==> images/port_trees.png <==
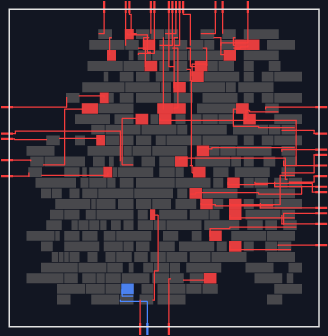
==> images/clock_nets.png <==
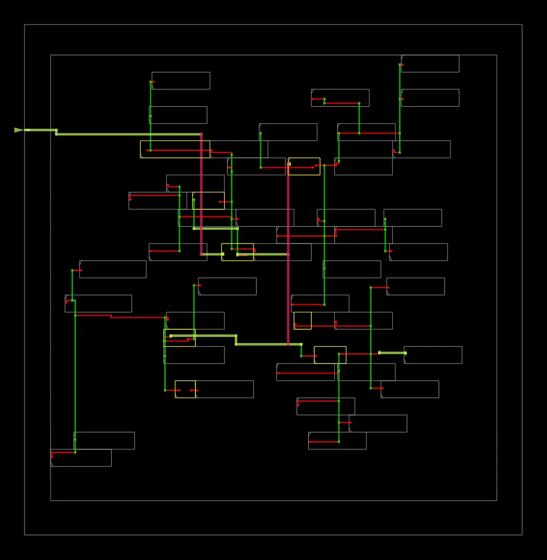
==> images/layers.png <==
Bar = 20 um.
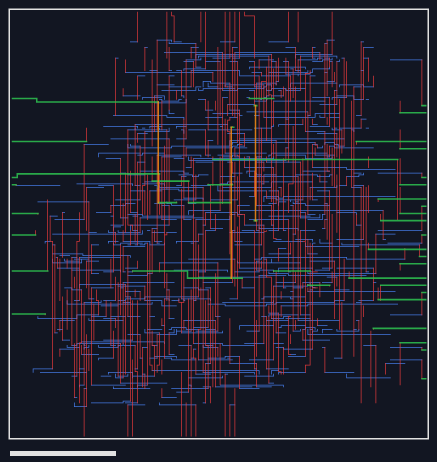
==> images/sizing.png <==
Bar = 20 um.
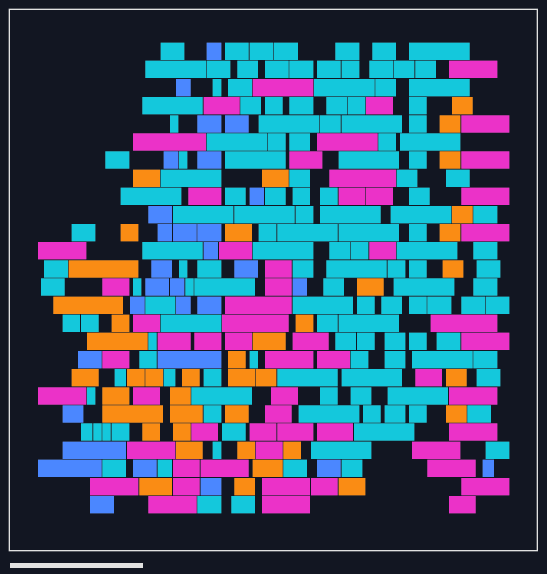
==> images/ff_map.png <==
Bar = 20 um.
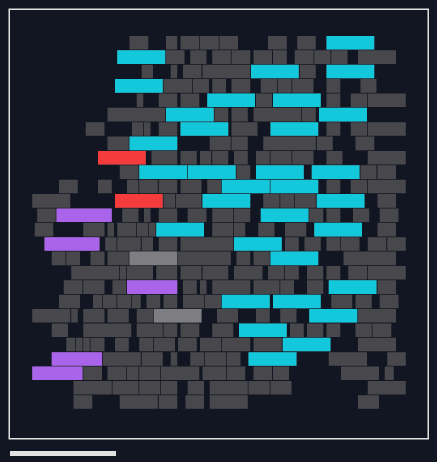
### src/rtl/regfile_dump_ctrl_if.sv
// Signal bundle for regfile_dump_ctrl: dump control/status, register-file read port and byte stream.
// master = the dump controller, slave = the surrounding system (register file + byte sink).
interface regfile_dump_ctrl_if #(
  parameter int REGF_WIDTH = 32
);
  logic                  start;
  logic                  busy;
  logic                  done;
  logic [4:0]            rd_addr;
  logic [REGF_WIDTH-1:0] rd_data;
  logic                  out_valid;
  logic                  out_ready;
  logic [7:0]            out_byte;
  logic                  out_last;

  modport master (
    input  start, rd_data, out_ready,
    output busy, done, rd_addr, out_valid, out_byte, out_last
  );

  modport slave (
    output start, rd_data, out_ready,
    input  busy, done, rd_addr, out_valid, out_byte, out_last
  );
endinterface

### src/rtl/regfile_dump_ctrl.sv
// Register-file readback: walks FIRST_REG..LAST_REG, streams each word LSB byte first on valid/ready,
// one bubble cycle per register; stalls hold the byte. REGDUMP_CHECKSUM_EN appends an XOR checksum byte.
module regfile_dump_ctrl #(
  parameter int REGF_WIDTH = 32,
  parameter int FIRST_REG  = 0,
  parameter int LAST_REG   = 31
) (
  input  logic                clk,
  input  logic                rst_n,
  regfile_dump_ctrl_if.master bus
);

  localparam int                NB         = REGF_WIDTH / 8;
  localparam int                IDXW       = (NB > 1) ? $clog2(NB) : 1;
  localparam logic [IDXW-1:0]   LAST_IDX   = IDXW'(NB - 1);
  localparam logic [4:0]        FIRST_ADDR = 5'(FIRST_REG);
  localparam logic [4:0]        LAST_ADDR  = 5'(LAST_REG);

`ifdef REGDUMP_CHECKSUM_EN
  typedef enum logic [2:0] {IDLE, FETCH, SEND, CSUM, FINISH} state_t;
`else
  typedef enum logic [1:0] {IDLE, FETCH, SEND, FINISH} state_t;
`endif

  state_t                r_state;
  state_t                w_next;
  logic [4:0]            r_addr;
  logic [REGF_WIDTH-1:0] r_shift;
  logic [IDXW-1:0]       r_idx;
`ifdef REGDUMP_CHECKSUM_EN
  logic [7:0]            r_csum;
`endif

  logic                  w_busy;
  logic                  w_done;
  logic                  w_out_valid;
  logic [7:0]            w_out_byte;
  logic                  w_out_last;
  logic                  w_word_end;
  logic                  w_at_last;
  logic                  w_send_hs;

  assign w_word_end = (r_idx == LAST_IDX);
  assign w_at_last  = (r_addr == LAST_ADDR);
  assign w_send_hs  = (r_state == SEND) && bus.out_ready;

  always_ff @(posedge clk or negedge rst_n) begin
    if (!rst_n) begin
      r_state <= IDLE;
    end else begin
      r_state <= w_next;
    end
  end

  always_comb begin
    w_next      = r_state;
    w_busy      = 1'b0;
    w_done      = 1'b0;
    w_out_valid = 1'b0;
    w_out_byte  = 8'h00;
    w_out_last  = 1'b0;
    unique case (r_state)
      IDLE: begin
        if (bus.start) begin
          w_next = FETCH;
        end
      end
      FETCH: begin
        w_busy = 1'b1;
        w_next = SEND;
      end
      SEND: begin
        w_busy      = 1'b1;
        w_out_valid = 1'b1;
        w_out_byte  = r_shift[7:0];
`ifdef REGDUMP_CHECKSUM_EN
        w_out_last  = 1'b0;
        if (bus.out_ready && w_word_end) begin
          w_next = w_at_last ? CSUM : FETCH;
        end
`else
        w_out_last  = w_word_end && w_at_last;
        if (bus.out_ready && w_word_end) begin
          w_next = w_at_last ? FINISH : FETCH;
        end
`endif
      end
`ifdef REGDUMP_CHECKSUM_EN
      CSUM: begin
        w_busy      = 1'b1;
        w_out_valid = 1'b1;
        w_out_byte  = r_csum;
        w_out_last  = 1'b1;
        if (bus.out_ready) begin
          w_next = FINISH;
        end
      end
`endif
      FINISH: begin
        // busy stays up through the done cycle and drops as we re-enter IDLE
        w_busy = 1'b1;
        w_done = 1'b1;
        w_next = IDLE;
      end
      default: begin
        w_next = IDLE;
      end
    endcase
  end

  always_ff @(posedge clk or negedge rst_n) begin
    if (!rst_n) begin
      r_addr  <= 5'd0;
      r_shift <= '0;
      r_idx   <= '0;
`ifdef REGDUMP_CHECKSUM_EN
      r_csum  <= 8'h00;
`endif
    end else begin
      if ((r_state == IDLE) && bus.start) begin
        r_addr <= FIRST_ADDR;
`ifdef REGDUMP_CHECKSUM_EN
        r_csum <= 8'h00;
`endif
      end
      if (r_state == FETCH) begin
        r_shift <= bus.rd_data;
        r_idx   <= '0;
      end
      if (w_send_hs) begin
        r_shift <= r_shift >> 8;
        r_idx   <= r_idx + 1'b1;
`ifdef REGDUMP_CHECKSUM_EN
        r_csum  <= r_csum ^ r_shift[7:0];
`endif
        // the LAST_REG compare stops the walk, so the 5-bit address never wraps
        if (w_word_end && !w_at_last) begin
          r_addr <= r_addr + 5'd1;
        end
      end
    end
  end

  assign bus.busy      = w_busy;
  assign bus.done      = w_done;
  assign bus.rd_addr   = r_addr;
  assign bus.out_valid = w_out_valid;
  assign bus.out_byte  = w_out_byte;
  assign bus.out_last  = w_out_last;

endmodule

### src/flat_wrapper.sv
// flat-port wrapper written by rule: the top's interface ports become plain ports
module regfile_dump_ctrl_flat 
#(
  parameter int REGF_WIDTH = 32,
  parameter int FIRST_REG  = 0,
  parameter int LAST_REG   = 31
)
  (clk, rst_n, bus_start, bus_rd_data, bus_out_ready, bus_busy, bus_done, bus_rd_addr, bus_out_valid, bus_out_byte, bus_out_last);
  regfile_dump_ctrl_if #(.REGF_WIDTH(REGF_WIDTH)) bus_i ();
  input  logic clk;
  input  logic rst_n;
  input wire logic [$bits(bus_i.start)-1:0] bus_start;
  input wire logic [$bits(bus_i.rd_data)-1:0] bus_rd_data;
  input wire logic [$bits(bus_i.out_ready)-1:0] bus_out_ready;
  output wire logic [$bits(bus_i.busy)-1:0] bus_busy;
  output wire logic [$bits(bus_i.done)-1:0] bus_done;
  output wire logic [$bits(bus_i.rd_addr)-1:0] bus_rd_addr;
  output wire logic [$bits(bus_i.out_valid)-1:0] bus_out_valid;
  output wire logic [$bits(bus_i.out_byte)-1:0] bus_out_byte;
  output wire logic [$bits(bus_i.out_last)-1:0] bus_out_last;
  assign bus_i.start = bus_start;
  assign bus_i.rd_data = bus_rd_data;
  assign bus_i.out_ready = bus_out_ready;
  assign bus_busy = bus_i.busy;
  assign bus_done = bus_i.done;
  assign bus_rd_addr = bus_i.rd_addr;
  assign bus_out_valid = bus_i.out_valid;
  assign bus_out_byte = bus_i.out_byte;
  assign bus_out_last = bus_i.out_last;
  regfile_dump_ctrl #(.REGF_WIDTH(REGF_WIDTH), .FIRST_REG(FIRST_REG), .LAST_REG(LAST_REG)) u_core (.clk(clk), .rst_n(rst_n), .bus(bus_i));
endmodule
### config.mk
export PLATFORM = sky130hd
export DESIGN_NAME = regfile_dump_ctrl_flat
export DESIGN_NICKNAME = d
export VERILOG_FILES = /design/src/rtl/regfile_dump_ctrl_if.sv /design/src/rtl/regfile_dump_ctrl.sv /design/src/flat_wrapper.sv
export SDC_FILE = /design/constraint.sdc
export NUM_CORES = 1
export LEC_CHECK = 0
export CORE_AREA = 4 4 75 77
export CTS_BUF_LIST = sky130_fd_sc_hd__clkbuf_4 sky130_fd_sc_hd__clkbuf_8 sky130_fd_sc_hd__clkbuf_16
export CTS_CLUSTER_DIAMETER = 30
export DETAILED_ROUTE_END_ITERATION = 6
export DIE_AREA = 0 0 79 81
export PLACE_DENSITY = 0.69
export SETUP_SLACK_MARGIN = 0.3
export SYNTH_ARGS = -nofsm -noshare
export SYNTH_HDL_FRONTEND = slang
export SYNTH_SLANG_ARGS = --single-unit
### constraint.sdc
create_clock -name clk -period 1.73 [get_ports clk]
set_clock_uncertainty 0.1 [all_clocks]
set_input_delay 0.346 -clock clk [delete_from_list [all_inputs] [get_ports clk]]
set_output_delay 0.346 -clock clk [all_outputs]
set_load 0.1 [all_outputs]
==> results.json <==
{
  "outcome": "finished with violations",
  "violations": "negative setup slack",
  "tapCellCount": 70,
  "grt_start_max_net_pins": 42,
  "drt-initial-drc-count": 112,
  "setup_viol": 42,
  "initCoreUtil": 0.386,
  "regMostFlops": "u_core.r_shift",
  "place_area_um2": 2840,
  "edf_count": 0,
  "power-top-group": "combinational cells",
  "p_seq_frac": 0.265,
  "clkTransAtPathRegs_ns": 0.08,
  "avgSynthCellArea_um2": 10.9,
  "fin_area_um2": 3580,
  "final_cell_mix": "dfrtp_1, clkdlybuf4s50_1, a21o_1",
  "clk_latency_ns": 0.30,
  "synthCells": 177,
  "yosys.cell_count.top_type": "dfrtp_1",
  "synth_seq_share": 0.531,
  "min_path_cells": 1,
  "p_int_mw": 3.61,
  "r2r_start": "u_core.bus.rd_addr[0]",
  "ys_top_cells_by_area": "dfrtp_1, a22o_1, a21o_1",
  "htree_levels": 2,
  "rsz0062_at_grt": "yes",
  "clk_share": 0.0321,
  "rows": 26,
  "clockRootBuffer": "clkbuf_8",
  "arrival_ns": 1.58,
  "use_met2": 0.301,
  "hold_violations": 0,
  "muxShareOfSynthArea": 0.00518,
  "antenna_found_initial": 0,
  "min_from": "u_core.r_shift[0]",
  "fp.dieH_um": 81,
  "layout_setup_ws_ns": -0.298,
  "warning_count": 29,
  "largest_reg_flops": 32,
  "wl_met3_um": 308,
  "chipWidth_um": 79,
  "place.gp.congestion": 0.761,
  "endpoint_kind": "primary output"
}
Notes on port_trees.png above:
| color | port | bits | direction | end cells | buffers | wire |
|---|---|---|---|---|---|---|
| red | bus_rd_data | 32 | input | 32 | 32 | 894 um |
| blue | bus_start | 1 | input | 1 | 1 | 17.6 um |
Ports: 53
PortBufs: 52

Notes on clock_nets.png above:
Num CTS Buffers: 5
Sink Count: 41
CLK BUF: 5

Notes on layers.png above:
| color | layer | wire length |
|---|---|---|
| green | M3 | 308 um |
| red | M2 | 3,110 um |
| blue | M1 | 2,350 um |
| orange | M4 | 69.4 um |
Routed Wire Length: 5840 um
average wire per standard cell: 17.1 um
via count of the routed design: 1,760
gr usage total: 0.171

Notes on sizing.png above:
| color | size | cells | share |
|---|---|---|---|
| cyan | x1 and smaller | 143 | 53% |
| blue | x2 | 30 | 11% |
| orange | x3 and x4 | 40 | 15% |
| magenta | x6 and larger | 58 | 21% |
Non-CTS buffers: 98
Area Overhead vs Synth: 85.6%

Notes on ff_map.png above:
| color | signal | sequential cells |
|---|---|---|
| cyan | u_core.r_shift | 32 |
| red | u_core.r_idx | 2 |
| purple | u_core.bus.rd_addr | 5 |
not colored: 2
storage element area: 1040 um^2
seq pwr: 1.58 mW

[path summary, 6_finish.rpt]
check	to	slack, ns
setup / recovery	bus_out_last	-0.30
hold / removal	u_core.r_shift[0]	0.38
setup reg to reg	u_core.bus.rd_addr[3]	-0.26
hold reg to reg	u_core.r_shift[0]	0.38
max in group asynchronous	u_core.bus.rd_addr[1]	0.85
min in group asynchronous	u_core.r_shift[19]	0.45
[worst register-to-register path, stage by stage (launching register included)]
cell and delay [ns]:
dfrtp_4 0.50, ha_4 0.16, and3_4 0.18, ha_4 0.15
buf_4 0.12, buf_6 0.11, nand2b_4 0.14, or4_1 0.40
nand3_1 0.07
[timing repair]
item,CTS,global route
gates cloned,4,4
setup buffers,18,6
endpoints found under the setup margin,44,55
hold buffers,1,0
resized,43,36
endpoints found under the hold margin,41,0
pin swaps,29,37
No activity file was given, so power comes from the tool's default toggle rates.
